[config.mk]
export PLATFORM = sky130hd
export DESIGN_NAME = mbc_bus_arbiter
export DESIGN_NICKNAME = d
export VERILOG_FILES = /design/src/rtl/mbc_bus_arbiter.sv
export SDC_FILE = /design/constraint.sdc
export NUM_CORES = 1
export LEC_CHECK = 0
export CAP_MARGIN = 20
export CORE_ASPECT_RATIO = 0.75
export CORE_MARGIN = 4
export CORE_UTILIZATION = 33
export DETAILED_ROUTE_END_ITERATION = 8
export PLACE_DENSITY_LB_ADDON = 0.1
export SLEW_MARGIN = 20
export SYNTH_ARGS = -nofsm -noshare
export SYNTH_HDL_FRONTEND = slang
export SYNTH_SLANG_ARGS = --single-unit
[constraint.sdc]
create_clock -name clk -period 1.46 [get_ports clk]
set_clock_uncertainty 0.15 [all_clocks]
set_input_delay 0.219 -clock clk [delete_from_list [all_inputs] [get_ports clk]]
set_output_delay 0.219 -clock clk [all_outputs]
set_load 0.005 [all_outputs]
[src/rtl/mbc_bus_arbiter.sv]
// Cartridge bus arbiter: serves console ROM reads from a single-port memory, tracks the ROM bank register,
// and lets a loader write into the same memory while the bus is idle (loader arbitration under `MBC_LOADER_PORT_EN).
module mbc_bus_arbiter #(
    parameter int ROM_AW = 19
) (
    input  logic              clk,
    input  logic              rst,
    input  logic              gb_rd,
    input  logic              gb_wr,
    input  logic [15:0]       gb_addr,
    input  logic [7:0]        gb_din,
    output logic [7:0]        gb_dout,
    output logic              gb_oe,
    input  logic              ld_req,
    input  logic [ROM_AW-1:0] ld_addr,
    input  logic [7:0]        ld_wdata,
    output logic              ld_gnt,
    output logic              mem_en,
    output logic              mem_we,
    output logic [ROM_AW-1:0] mem_addr,
    output logic [7:0]        mem_wdata,
    input  logic [7:0]        mem_rdata,
    output logic [4:0]        bank
);

    typedef enum logic [1:0] {IDLE, RD_ISSUE, RD_WAIT, RD_HOLD} state_t;

    state_t      state_q, state_d;
    logic        rd_meta_q, rd_meta_d, rd_sync_q, rd_sync_d, rd_prev_q, rd_prev_d;
    logic        wr_meta_q, wr_meta_d, wr_sync_q, wr_sync_d, wr_prev_q, wr_prev_d;
    logic        rd_pend_q, rd_pend_d;
    logic [14:0] rd_addr_q, rd_addr_d;
    logic [4:0]  bank_q, bank_d;
    logic [7:0]  gb_dout_q, gb_dout_d;
    logic        gb_oe_q, gb_oe_d;

    logic rd_fall, wr_fall, rd_accept;
    logic unused_din;

    assign rd_fall    = rd_prev_q & ~rd_sync_q;
    assign wr_fall    = wr_prev_q & ~wr_sync_q;
    // Reads from the upper half of the map are not ROM and never become pending.
    assign rd_accept  = rd_fall & ~gb_addr[15];
    assign unused_din = ^gb_din[7:5];

`ifndef MBC_LOADER_PORT_EN
    logic unused_ld;
    assign unused_ld = ^{ld_req, ld_addr, ld_wdata};
`endif

    always_comb begin
        // NOTE: every signal gets a default first so no path through the case leaves a latch.
        rd_meta_d = gb_rd;
        rd_sync_d = rd_meta_q;
        rd_prev_d = rd_sync_q;
        wr_meta_d = gb_wr;
        wr_sync_d = wr_meta_q;
        wr_prev_d = wr_sync_q;
        state_d   = state_q;
        rd_pend_d = rd_pend_q;
        rd_addr_d = rd_addr_q;
        bank_d    = bank_q;
        gb_dout_d = gb_dout_q;
        gb_oe_d   = gb_oe_q;
        mem_en    = 1'b0;
        mem_we    = 1'b0;
        mem_addr  = '0;
        mem_wdata = '0;
        ld_gnt    = 1'b0;

        if (wr_fall && gb_addr[15:13] == 3'b001) begin
            bank_d = (gb_din[4:0] == 5'd0) ? 5'd1 : gb_din[4:0];
        end

        case (state_q)
            IDLE: begin
                if (rd_pend_q) begin
                    rd_pend_d = 1'b0;
                    state_d   = RD_ISSUE;
                end
`ifdef MBC_LOADER_PORT_EN
                // A read detected this very cycle outranks the loader.
                else if (ld_req && !rd_accept) begin
                    mem_en    = 1'b1;
                    mem_we    = 1'b1;
                    mem_addr  = ld_addr;
                    mem_wdata = ld_wdata;
                    ld_gnt    = 1'b1;
                end
`endif
            end
            RD_ISSUE: begin
                mem_en   = 1'b1;
                mem_addr = rd_addr_q[14] ? ROM_AW'({bank_q, rd_addr_q[13:0]})
                                         : ROM_AW'(rd_addr_q[13:0]);
                state_d  = RD_WAIT;
            end
            RD_WAIT: begin
                gb_dout_d = mem_rdata;
                gb_oe_d   = 1'b1;
                state_d   = RD_HOLD;
            end
            RD_HOLD: begin
                if (rd_sync_q) begin
                    gb_oe_d = 1'b0;
                    state_d = IDLE;
                end
            end
            default: state_d = IDLE;
        endcase

        if (rd_accept) begin
            rd_pend_d = 1'b1;
            rd_addr_d = gb_addr[14:0];
        end

        // Memory strobes are combinational, so they are forced quiet while reset is held.
        if (rst) begin
            mem_en    = 1'b0;
            mem_we    = 1'b0;
            mem_addr  = '0;
            mem_wdata = '0;
            ld_gnt    = 1'b0;
        end
    end

    // NOTE: sequential state uses non-blocking assignments so every flop samples pre-edge values.
    always_ff @(posedge clk) begin
        if (rst) begin
            state_q   <= IDLE;
            rd_meta_q <= 1'b1;
            rd_sync_q <= 1'b1;
            rd_prev_q <= 1'b1;
            wr_meta_q <= 1'b1;
            wr_sync_q <= 1'b1;
            wr_prev_q <= 1'b1;
            rd_pend_q <= 1'b0;
            rd_addr_q <= '0;
            bank_q    <= 5'd1;
            gb_dout_q <= '0;
            gb_oe_q   <= 1'b0;
        end else begin
            state_q   <= state_d;
            rd_meta_q <= rd_meta_d;
            rd_sync_q <= rd_sync_d;
            rd_prev_q <= rd_prev_d;
            wr_meta_q <= wr_meta_d;
            wr_sync_q <= wr_sync_d;
            wr_prev_q <= wr_prev_d;
            rd_pend_q <= rd_pend_d;
            rd_addr_q <= rd_addr_d;
            bank_q    <= bank_d;
            gb_dout_q <= gb_dout_d;
            gb_oe_q   <= gb_oe_d;
        end
    end

    assign gb_dout = gb_dout_q;
    assign gb_oe   = gb_oe_q;
    assign bank    = bank_q;

endmodule

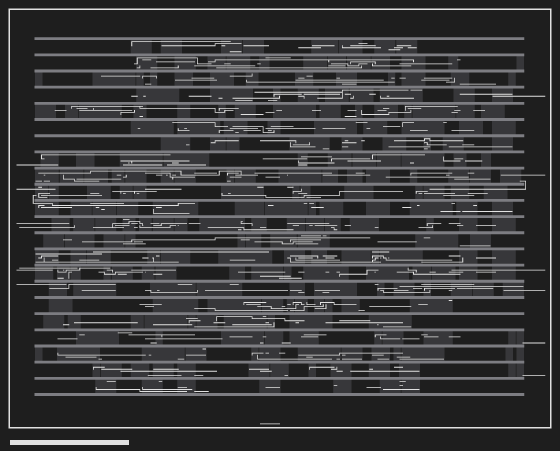
(run_1/layer_met1.png)
Scale bar: 20 µm. Supply wires on this layer in gray.
longest straight run: 33.3 µm
share of all routed wire: 50%
wire length on this layer: 1970 µm
total via count after detailed routing: 1350
wirelength, routed: 3959 µm

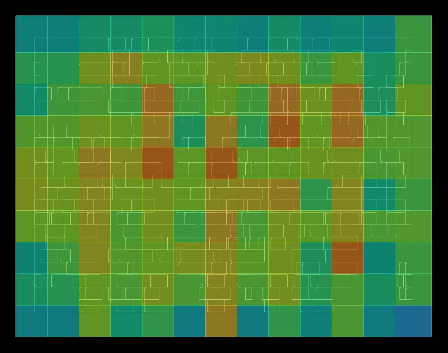
(run_1/congestion.png)
met2 track utilization from global routing: 18.65%
wire per inst: 12.41 µm
overall global routing resource usage: 12.64%
Global Route met3 Usage: 5.167%
highest-utilization routing layer at the global route stage: met2

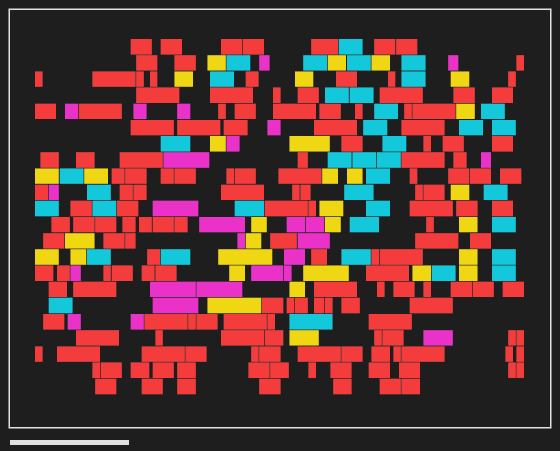
(run_1/sizes.png)
Scale bar: 20 µm.
| size | color | cells | share |
|---|---|---|---|
| _2 cells | magenta | 26 | 10% |
| _6 and larger | cyan | 38 | 15% |
| _0 and _1 cells | red | 164 | 63% |
| _3 and _4 cells | yellow | 31 | 12% |
Non-clk bufs: 92
setup ws final: -0.4559 ns

==> Implementation_results.wiki, run 1 <==
== Implementation results ==
{| class="wikitable"
! Metric !! Value
|-
| Outcome || finished with violations
|-
| Failing checks || setup timing
|-
| Log Warnings || approximately 63
|-
| Highest routed metal layer || met4
|-
| Slowest CP cell || sky130_fd_sc_hd__dfxtp_2
|-
| Setup ws final || -0.4559 ns
|-
| Crit path largest cell delay || approximately 0.32 ns
|-
| Max Freq || 521.9 MHz
|-
| Synthesized cell area || roughly 0.0017 mm²
|-
| Ys async rst share || 0%
|-
| Vias per cell || roughly 4.2
|-
| HP Class || flip-flop to flip-flop
|-
| Synthesized area per cell || between 9 and 10 µm²
|-
| Placed Instances || between 200 and 300
|-
| Register clock-pin slew on the reported worst setup and hold paths || 0.06 ns
|-
| HPWL reported at the end of detailed placement || 2609 µm
|-
| Root cell of the clock tree || sky130_fd_sc_hd__clkbuf_8
|-
| Number of antenna-violating nets in the routed design || 0
|-
| Number of warnings issued by yosys || 0
|-
| Largest register FFs || 15
|-
| Critical path's most frequent cell || sky130_fd_sc_hd__buf_6
|-
| Yosys top cell by area || sky130_fd_sc_hd__dfxtp_1
|-
| Worst endpoint required time || between 1 and 1.5 ns
|-
| Dominant combinational family || simple AND/OR/NAND/NOR gates
|-
| Post-route met1 wirelength || ~2000 µm
|-
| Cells in synth_stat.txt || 172
|-
| Amount of wire on met2 after detailed routing || between 1500 and 2000 µm
|-
| Unrepaired setup endpoints after global routing || true
|-
| Distinct lib cells || 26
|-
| GR met1 Demand/Resource || around 17%
|-
| # fillers || 468
|-
| Count of unresolved DRC violations after routing || 0
|-
| PD cells || ~1000 mW/mm²
|-
| Mux share of post-synthesis cell area || roughly 17%
|-
| Most frequent cells in the layout || 32 x sky130_fd_sc_hd__dfxtp_1, 31 x sky130_fd_sc_hd__buf_6, 31 x sky130_fd_sc_hd__clkdlybuf4s50_1
|-
| Dominant flop cell || sky130_fd_sc_hd__dfxtp_1
|-
| Sequential element share of the synthesized area || between 40% and 50%
|-
| Fraction of layout instances using a drive strength above 1 || between 30% and 40%
|-
| Most flops, register || rd_addr_q
|-
| Setup violations, final || 22
|-
| Post-synthesis chip area from yosys || roughly 0.0017 mm²
|-
| Final Cell Area || 0.002775 mm²
|-
| Number of instances in the synthesized netlist || approximately 170
|-
| Clk buf depth || 2
|-
| Worst hold margin || 0.2611 ns
|-
| Layout Utilization || a little under three fifths
|-
| Flops & latches, synth || 38
|-
| Total iterations of the first detailed-routing run || 4
|}
==> run 1: cell type report <==
cell class,instances,share of cell area [%]
repair buffers,92,32.69
clock buffers,6,2.976
multi-input cells,120,33.54
flip-flops and latches,38,27.68
inverters,3,0.4058
well taps,60,2.705
==> run 1: Yosys cell counts (3+ instances only) <==
| cell type | instances |
|---|---|
| sky130_fd_sc_hd__buf_6 | 3 |
| sky130_fd_sc_hd__dfxtp_1 | 38 |
| sky130_fd_sc_hd__ha_1 | 5 |
| sky130_fd_sc_hd__buf_4 | 10 |
| sky130_fd_sc_hd__nor2b_1 | 4 |
| sky130_fd_sc_hd__inv_1 | 3 |
| sky130_fd_sc_hd__and3_1 | 5 |
| sky130_fd_sc_hd__nor2_1 | 26 |
| sky130_fd_sc_hd__buf_2 | 4 |
| sky130_fd_sc_hd__a21oi_1 | 3 |
| sky130_fd_sc_hd__or2_2 | 6 |
| sky130_fd_sc_hd__mux2i_1 | 28 |
| sky130_fd_sc_hd__nand2b_1 | 8 |
| sky130_fd_sc_hd__and2_1 | 14 |
==> run 1: how the worst max path moves through the flow <==
stage / depth (start not counted) / to / slack, ns
after floorplan: 5 / state_q[1] / 0.04
after global placement: 5 / mem_addr[18] / -0.53
after detailed placement: 5 / mem_addr[16] / -0.55
after CTS: 8 / mem_addr[16] / -0.48
after global routing: 8 / mem_addr[6] / -0.55
final: 8 / mem_addr[10] / -0.46
==> run 1: power by group <==
part           switching (µW)  total (µW)  internal (µW)  leakage [µW]
clock                     308         672            364     0.0000431
combinational             389         986            597      0.000828
sequential               37.8        1150           1110      0.000310
==> run 1: critical path: cells and delay by family, from the launching register on <==
kind	cells	cell delay [ns]
adder cells (fa/ha/maj)	1	0.13
buffers and inverters	5	0.46
flip-flops	1	0.32
AND/OR/NAND/NOR	2	0.35
==> run 1 -> run 2 <==
--- a/config.mk
+++ b/config.mk
@@ -11,4 +11,5 @@
 export CORE_UTILIZATION = 33
 export DETAILED_ROUTE_END_ITERATION = 8
+export HOLD_SLACK_MARGIN = 0.02
 export PLACE_DENSITY_LB_ADDON = 0.1
 export SLEW_MARGIN = 20
--- a/constraint.sdc
+++ b/constraint.sdc
@@ -3,3 +3,3 @@
 set_input_delay 0.219 -clock clk [delete_from_list [all_inputs] [get_ports clk]]
 set_output_delay 0.219 -clock clk [all_outputs]
-set_load 0.005 [all_outputs]
+set_load 0.05 [all_outputs]
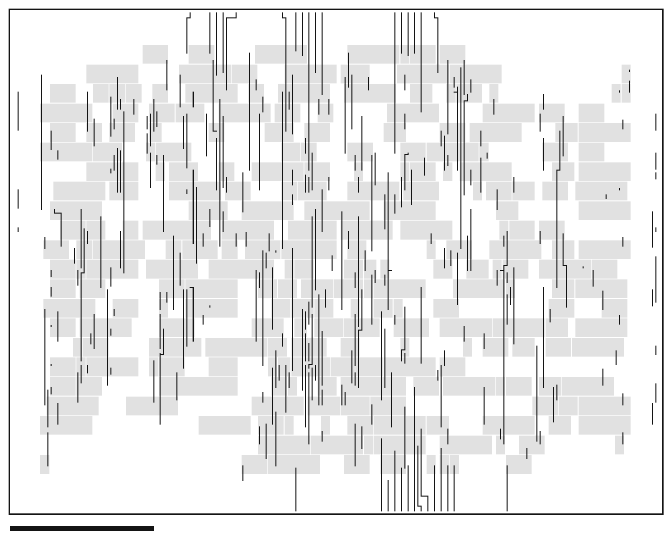
(run_2/layer_met2.png)
Scale bar: 20 µm.
longest straight run: 25.2 µm
main direction: vertical
wire length on this layer: 1590 µm
met2 track utilization from global routing: 17.26%
total via count after detailed routing: 1352
wirelength, routed: 3796 µm

==> Implementation_results.wiki, run 2 <==
== Implementation results ==
{| class="wikitable"
! Metric !! Value
|-
| Global Route met3 Usage || about 5.2%
|-
| Final Cell Area || just over 0.003 mm²
|-
| Part of the power in registers || between 30 and 40%
|-
| Yosys top cell by area || sky130_fd_sc_hd__dfxtp_1
|-
| Count of unresolved DRC violations after routing || 0
|-
| Net load switching power || 956.8 µW
|-
| Failing checks || setup timing
|-
| Sw frac || between 20% and 30%
|-
| Synthesized area per cell || a little under 10 µm²
|-
| Most used standard cell by instance count after synthesis || sky130_fd_sc_hd__dfxtp_1
|-
| Overall global routing resource usage || 12.19%
|-
| Distinct lib cells || 26
|-
| Layout Utilization || 62.82%
|-
| Cells in synth_stat.txt || approximately 170
|-
| PD cells || 1043 mW/mm²
|-
| Sequential element share of the synthesized area || about 45%
|-
| Setup ws final || -0.3262 ns
|-
| Post-route met1 wirelength || about 1800 µm
|-
| Worst Path Buf+Inv || 3
|-
| Flops & latches, synth || 38
|-
| Fraction of layout instances using a drive strength above 1 || 39.22%
|-
| CP delay by family, top || simple AND/OR/NAND/NOR gates
|-
| Log Warnings || 64
|-
| Highest-utilization routing layer at the global route stage || met2
|-
| # fillers || slightly below 400
|-
| Placed Instances || approximately 300
|-
| Biggest consumer || combinational cells
|-
| Clk buf depth || 2
|-
| Total iterations of the first detailed-routing run || 2
|-
| Clock network power || about 860 µW
|-
| Ys async rst share || 0%
|-
| Setup violations, final || 22
|-
| Dominant flop cell || sky130_fd_sc_hd__dfxtp_1
|-
| Number of instances in the synthesized netlist || 172
|-
| Unrepaired setup endpoints after global routing || true
|-
| Largest register FFs || 15
|-
| HP Class || flip-flop to flip-flop
|-
| Internal power || 2273 µW
|-
| Outcome || finished with violations
|-
| Number of antenna-violating nets in the routed design || 0
|-
| HPWL reported at the end of detailed placement || 2852 µm
|-
| Amount of wire on met2 after detailed routing || around 1600 µm
|-
| Most flops, register || rd_addr_q
|}
[run 2: cell count changes in the layout (fill, tap and decap cells not counted), sizes merged]
cell / delta
bufinv: +1
clkinvlp: +1
inv: -1
dlygate4sd2: -14
dlymetal6s2s: -1
buf: +9
clkdlybuf4s50: +1
[run 2: area by class of cell]
class	count	area [µm²]	area share, %
multi-input combinational	120	943.4	30.48
sequential	38	765.7	24.74
tap	60	75.07	2.425
timing repair buffer	86	1190	38.44
inverter	3	15.01	0.4850
clock buffer	7	76.32	2.466
clock inverter	1	30.03	0.9701
[run 2: cell families (layout without fill, tap and decap cells)]
| kind of cell | after synthesis | count (layout) | share of synthesized area [%] |
|---|---|---|---|
| multiplexers | 28 | 28 | 16.52 |
| adder cells (fa/ha/maj) | 5 | 5 | 3.687 |
| other | 1 | 10 | 0.2210 |
| buffers and inverters | 23 | 97 | 9.882 |
| AND/OR/NAND/NOR | 72 | 72 | 23.23 |
| flip-flops | 38 | 38 | 44.84 |
| AND-OR/OR-AND | 5 | 5 | 1.622 |
[run 2: final timing paths]
| kind | end | slack (ns) | cells after the start |
|---|---|---|---|
| max | mem_addr[16] | -0.33 | 6 |
| min | wr_prev_d | 0.27 | 1 |
| max reg2reg | state_q[1] | -0.06 | 5 |
| min reg2reg | wr_prev_d | 0.27 | 1 |
[run 2: what timing repair did]
action | CTS | global route
pin swaps | 5 | 3
cloned | 0 | 0
buffers inserted | 2 | 2
setup endpoints to repair | 23 | 28
gates resized | 13 | 7
[run 2: worst reg2reg max path: cells and delay by family, from the launching register on]
| family | cells | cell delay (ns) |
|---|---|---|
| flip-flops | 1 | 0.33 |
| buffers and inverters | 1 | 0.13 |
| adder cells (fa/ha/maj) | 1 | 0.19 |
| AND/OR/NAND/NOR | 2 | 0.52 |
| AND-OR/OR-AND | 1 | 0.14 |
Power and IR drop assume default switching activity.
